==> config.mk <==
export PLATFORM = sky130hd
export DESIGN_NAME = cci_test_ctrl
export DESIGN_NICKNAME = d
export VERILOG_FILES = /design/src/rtl/cci_test_ctrl.sv
export SDC_FILE = /design/constraint.sdc
export NUM_CORES = 1
export LEC_CHECK = 0
export ABC_AREA = 1
export CAP_MARGIN = 10
export CORE_MARGIN = 1
export CORE_UTILIZATION = 49
export CTS_BUF_LIST = sky130_fd_sc_hd__clkbuf_2 sky130_fd_sc_hd__clkbuf_4 sky130_fd_sc_hd__clkbuf_8
export CTS_CLUSTER_DIAMETER = 120
export DETAILED_ROUTE_END_ITERATION = 7
export HOLD_SLACK_MARGIN = 0.05
export PLACE_DENSITY = 0.79
export SLEW_MARGIN = 20
export SYNTH_ARGS = -nofsm -noshare
export SYNTH_HDL_FRONTEND = slang
export SYNTH_SLANG_ARGS = --single-unit
==> constraint.sdc <==
create_clock -name clk -period 3.3 [get_ports clk]
set_clock_uncertainty 0.1 [all_clocks]
set_input_delay 0.33 -clock clk [delete_from_list [all_inputs] [get_ports clk]]
set_output_delay 0.33 -clock clk [all_outputs]
set_load 0.005 [all_outputs]
==> run_1/gates.png <==
(2 px per um)
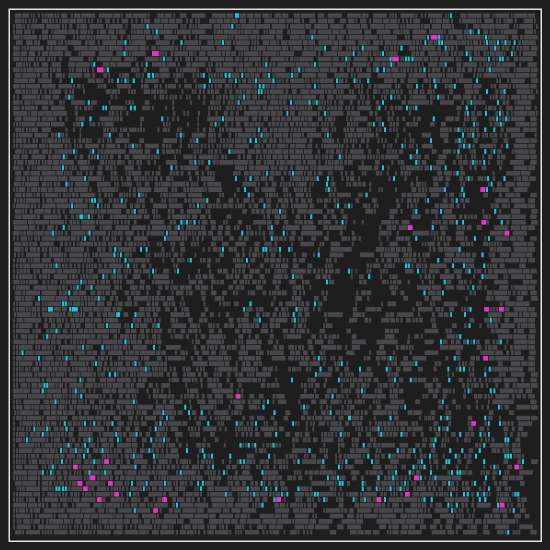
Cyan shows inv cells, cells 541, where all over the die. Magenta shows non-inverting ao/oa cells, cells 29, where all over the die.
Comb/total area: 0.419
most frequent logic cell in the layout: nand2_1
fin cells: 7281

==> run_1/m3.png <==
(1 px per um)
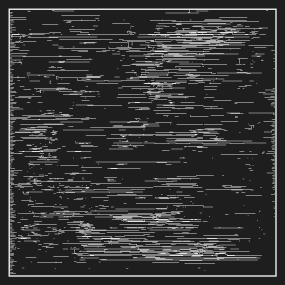
The wires run mostly horizontal. 1026 nets have wire on it. The layer holds 9.8% of the routed length.
via count of the routed design: 39600
met3 Use GR: 0.0879

==> run_1/sizing.png <==
(2 px per um)
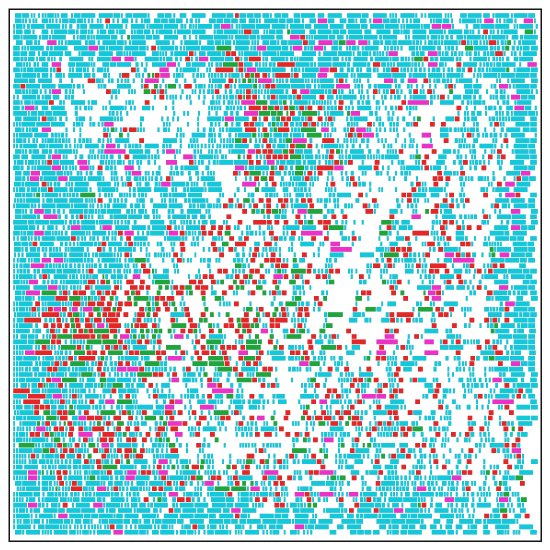
Red shows x3 and x4, cells 854, share 13%, most used buf_4. Magenta shows x6 and larger, cells 175, share 2.8%, most used clkbuf_8. Green shows x2, cells 293, share 4.6%, most used nor2_2. Cyan shows x1 and smaller, cells 5021, share 79%, most used nand2_1.
Area growth syn-to-layout: 39.1%
Final Instance Area: 0.0472 mm^2

==> ci_impl_report.md, run 1 <==
## Synthesis and layout report

| Metric | Value |
|---|---|
| Top logic family | `simple AND/OR/NAND/NOR gates` |
| RSZ-0062 raised after global routing | `yes` |
| Fraction of registers with async set/reset | `0` |
| Yosys top cell by area | `dfxtp_1` |
| Critical path's largest stage delay | `between 0.3 and 0.4 ns` |
| Fin crit share | `1.02` |
| Worst Hold Class | `input port to flip-flop` |
| Grt ovf | `0` |
| Buf+Inv Stages, Crit Path | `4` |
| Crit-path max FO | `4` |
| Startpoint type of the worst setup path | `flip-flop` |
| CP delay by family, top | `simple AND/OR/NAND/NOR gates` |
| Core area | `roughly 0.069 mm^2` |
| Synth Area in Simple Gates | `0.322` |
| Total Power | `approximately 25 mW` |
| Hold Path Depth | `3` |
| Clk ins delay skew pair | `0.78 ns` |
| Mapped Cells | `5127` |
| Proportion of layout cells with a drive suffix above 1 | `0.208` |
| Initial drt markers | `around 4600` |
| Net switching fraction of the power | `0.367` |
| Endpoints failing setup | `3` |
| Failing checks | `setup timing` |
| Outcome | `finished with violations` |
| Final setup TNS | `-0.118 ns` |
| Synth mux share | `0` |
| Synth warn | `0` |
| Worst setup margin | `-0.0582 ns` |
| Crit end category | `flip-flop` |
| CP Class | `flip-flop to flip-flop` |
| Fillers | `between 5000 and 6000` |
| Post-synth EDFFs | `0` |
| Power Dens Cells | `roughly 540 mW/mm^2` |
run 1: stage by stage:
stage | setup WS [ns] | cells | instance area [um^2] | hold slack, ns | util
after floorplan | 0.159 | 5377 | 34900 | 0.300 | -
after global placement | -0.571 | 7053 | 43300 | 0.319 | 0.631
after detailed placement | -0.634 | 7053 | 43300 | 0.324 | 0.631
after CTS | 0.00134 | 7245 | 46200 | 0.0576 | 0.674
after global routing | -0.267 | 7280 | 47200 | 0.0715 | 0.688
final | -0.0582 | 7281 | 47200 | 0.0795 | 0.688
run 1: power by group through the flow:
stage               logic, mW  clock network, mW  registers [mW]
finish                   9.39               7.72            8.25
global route             10.0               8.07            8.29
CTS                      8.76               7.74            8.22
detailed placement       8.40                  0            8.37
global placement         8.27                  0            8.34
floorplan                4.18                  0            8.34
run 1: tightest hold or removal path, cell delays in order:
cell	delay [ns]
clkdlybuf4s50_1	0.39
o21ai_0	0.16
nor2_1	0.04
run 1: Yosys cell counts (19+ instances only):
| library cell | count |
|---|---|
| dfxtp_1 | 588 |
| inv_1 | 529 |
| xor2_1 | 76 |
| nand2_1 | 1179 |
| nor4_1 | 22 |
| a21oi_1 | 321 |
| buf_4 | 254 |
| nor2_1 | 868 |
| a31oi_1 | 29 |
| nand4_1 | 80 |
| nand3_1 | 272 |
| o21a_1 | 20 |
| ha_1 | 134 |
| nor3_1 | 57 |
| nor2_4 | 22 |
| nor2_2 | 23 |
| clkbuf_1 | 101 |
| nand3b_1 | 22 |
| o21ai_0 | 365 |
| a211oi_1 | 19 |
run 1: per-layer routing:
metal	GRT usage	routed length (um)	vias to the layer above
met1	0.524	59900	18200
met3	0.0879	15500	555
li1	-	-	18400
met5	0	10	-
met4	0.277	11700	2
met2	0.688	70300	2372
run 1: logic make-up (layout without fill, tap and decap cells):
kind of cell    Yosys count  after routing
simple gates           2590           2590
buf+inv                 916           1882
compound gates          815            815
flops                   588            588
fa+ha+maj               135            135
xor+xnor                 82             82
other cells               1            258
run 1: cell type report:
cell class / count / area share
well taps: 931 / 0.0247
repair buffers: 1157 / 0.211
clock buffers: 150 / 0.0405
clock inverters: 34 / 0.00959
diodes: 7 / 0.000371
inverters: 541 / 0.0434
flip-flops and latches: 588 / 0.251
multi-input cells: 3873 / 0.419
run 1: timing repair:
item | 4_1_cts | 5_1_grt
setup buffers | 9 | 29
pin swaps | 35 | 76
resized | 159 | 249
gates cloned | 0 | 0
endpoints found under the setup margin | 23 | 34
==> run 1 -> run 2 <==
--- a/config.mk
+++ b/config.mk
@@ -8,12 +8,12 @@
 export ABC_AREA = 1
 export CAP_MARGIN = 10
 export CORE_MARGIN = 1
-export CORE_UTILIZATION = 49
+export CORE_UTILIZATION = 54
 export CTS_BUF_LIST = sky130_fd_sc_hd__clkbuf_2 sky130_fd_sc_hd__clkbuf_4 sky130_fd_sc_hd__clkbuf_8
 export CTS_CLUSTER_DIAMETER = 120
 export DETAILED_ROUTE_END_ITERATION = 7
 export HOLD_SLACK_MARGIN = 0.05
-export PLACE_DENSITY = 0.79
+export PLACE_DENSITY = 0.83
 export SLEW_MARGIN = 20
 export SYNTH_ARGS = -nofsm -noshare
 export SYNTH_HDL_FRONTEND = slang
==> constraint.sdc (replaced) <==
create_clock -name clk -period 3.4 [get_ports clk]
set_clock_uncertainty 0.1 [all_clocks]
set_input_delay 0.34 -clock clk [delete_from_list [all_inputs] [get_ports clk]]
set_output_delay 0.34 -clock clk [all_outputs]
set_load 0.005 [all_outputs]
==> run_2/m2.png <==
(1 px per um)
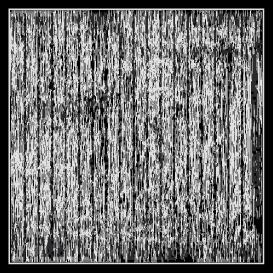
The wires run mostly vertical. The layer holds 45% of the routed length.
Detailed Route WL: 147 mm
via count of the routed design: 38800
global-route met2 utilization: 0.692

==> ci_impl_report.md, run 2 <==
## Synthesis and layout report

| Metric | Value |
|---|---|
| Worst setup margin | `-0.108 ns` |
| Fin crit share | `1.03` |
| Fraction of registers with async set/reset | `0` |
| Core area | `just over 0.06 mm^2` |
| Area growth syn-to-layout | `34.2%` |
| Synth warn | `0` |
| Failing checks | `setup timing` |
| Most frequent logic cell in the layout | `nand2_1` |
| RSZ-0062 raised after global routing | `yes` |
| Fillers | `around 5000` |
| Net switching fraction of the power | `0.368` |
| Crit end category | `flip-flop` |
| Grt ovf | `0` |
| Placed cell area | `around 0.041 mm^2` |
| Met3 Use GR | `0.0970` |
| Hold Path Depth | `3` |
| Outcome | `finished with violations` |
| Final Instance Area | `around 0.046 mm^2` |
| Crit-path max FO | `4` |
| Fin cells | `around 7000` |
| CP Class | `flip-flop to flip-flop` |
| Clk ins delay skew pair | `roughly 0.75 ns` |
| Startpoint type of the worst setup path | `flip-flop` |
| Proportion of layout cells with a drive suffix above 1 | `0.188` |
| Endpoints failing setup | `1` |
| Synth cell count leaders | `nand2_1 (1179), nor2_1 (868), dfxtp_1 (588)` |
==> run_2/congestion_map.png <==
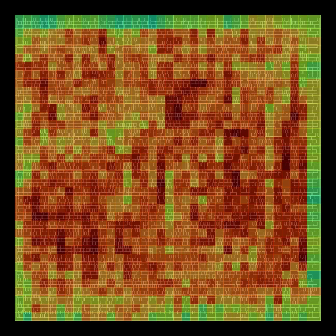
GR Util met1: 0.530
Most Used Layer, Global Route: met2

[run 2: area by class of cell]
| type | count | area, um^2 | share of cell area |
|---|---|---|---|
| flip-flops and latches | 588 | 11900 | 0.261 |
| clock buffers | 147 | 1870 | 0.0410 |
| multi-input cells | 3873 | 20100 | 0.440 |
| well taps | 837 | 1050 | 0.0230 |
| repair buffers | 955 | 8330 | 0.183 |
| diodes | 6 | 15.0 | 0.000330 |
| inverters | 541 | 2050 | 0.0449 |
| clock inverters | 28 | 300 | 0.00659 |
[run 2: power groups by stage]
stage / registers [mW] / clock network, mW / logic [mW]
finish: 8.00 / 7.03 / 8.48
global route: 8.05 / 7.32 / 9.03
CTS: 7.98 / 7.01 / 7.77
detailed placement: 8.13 / 0 / 7.53
global placement: 8.11 / 0 / 7.39
floorplan: 8.10 / 0 / 4.06
[run 2: cells by family after synthesis]
family | Yosys count | share of synthesized area
buffers and inverters | 916 | 0.130
XOR/XNOR | 82 | 0.0224
flip-flops | 588 | 0.347
AND/OR/NAND/NOR | 2590 | 0.322
AND-OR/OR-AND | 815 | 0.129
other | 1 | 0.000110
adder cells (fa/ha/maj) | 135 | 0.0500
[run 2: per-stage QoR]
stage / worst slack [ns] / total power, mW / hold WS, ns / setup TNS (ns) / utilization
global route: -0.198 / 24.4 / 0.152 / -0.347 / 0.735
global placement: -0.338 / 15.5 / 0.312 / -1.38 / 0.670
finish: -0.108 / 23.5 / 0.127 / -0.108 / 0.735
floorplan: 0.259 / 12.2 / 0.300 / 0 / -
detailed placement: -0.364 / 15.7 / 0.317 / -1.78 / 0.670
CTS: -0.0549 / 22.8 / 0.0942 / -0.0549 / 0.712
[run 2: critical path, stage by stage, from the launching register on]
cell       delay [ns]
dfxtp_4          0.37
nand2_1          0.11
nor2_4           0.14
nand2_1          0.13
buf_4            0.16
nor3_1           0.21
buf_4            0.19
nand3_2          0.12
xor2_2           0.21
nand2_1          0.07
o21ai_0          0.17
ha_1             0.32
nand4_1          0.19
o221ai_1         0.15
nand2_1          0.10
o2111ai_2        0.16
a21oi_1          0.17
buf_4            0.12
nand3_1          0.06
nand2_1          0.08
a21oi_2          0.05
[run 2: repair_timing]
item                                    in CTS  in global routing
endpoints found under the hold margin        1                  0
gates cloned                                 0                  1
pin swaps                                   25                108
hold buffers                                 1                  0
buffers inserted                            11                 36
resized                                    144                338
endpoints found under the setup margin      12                 28
[run 2: layer usage]
metal,share of wire,vias to the layer above
met5,0.000082,-
met3,0.11,525
met4,0.071,2
met2,0.45,2544
met1,0.37,17700
li1,-,18000
Power and IR drop assume default switching activity.
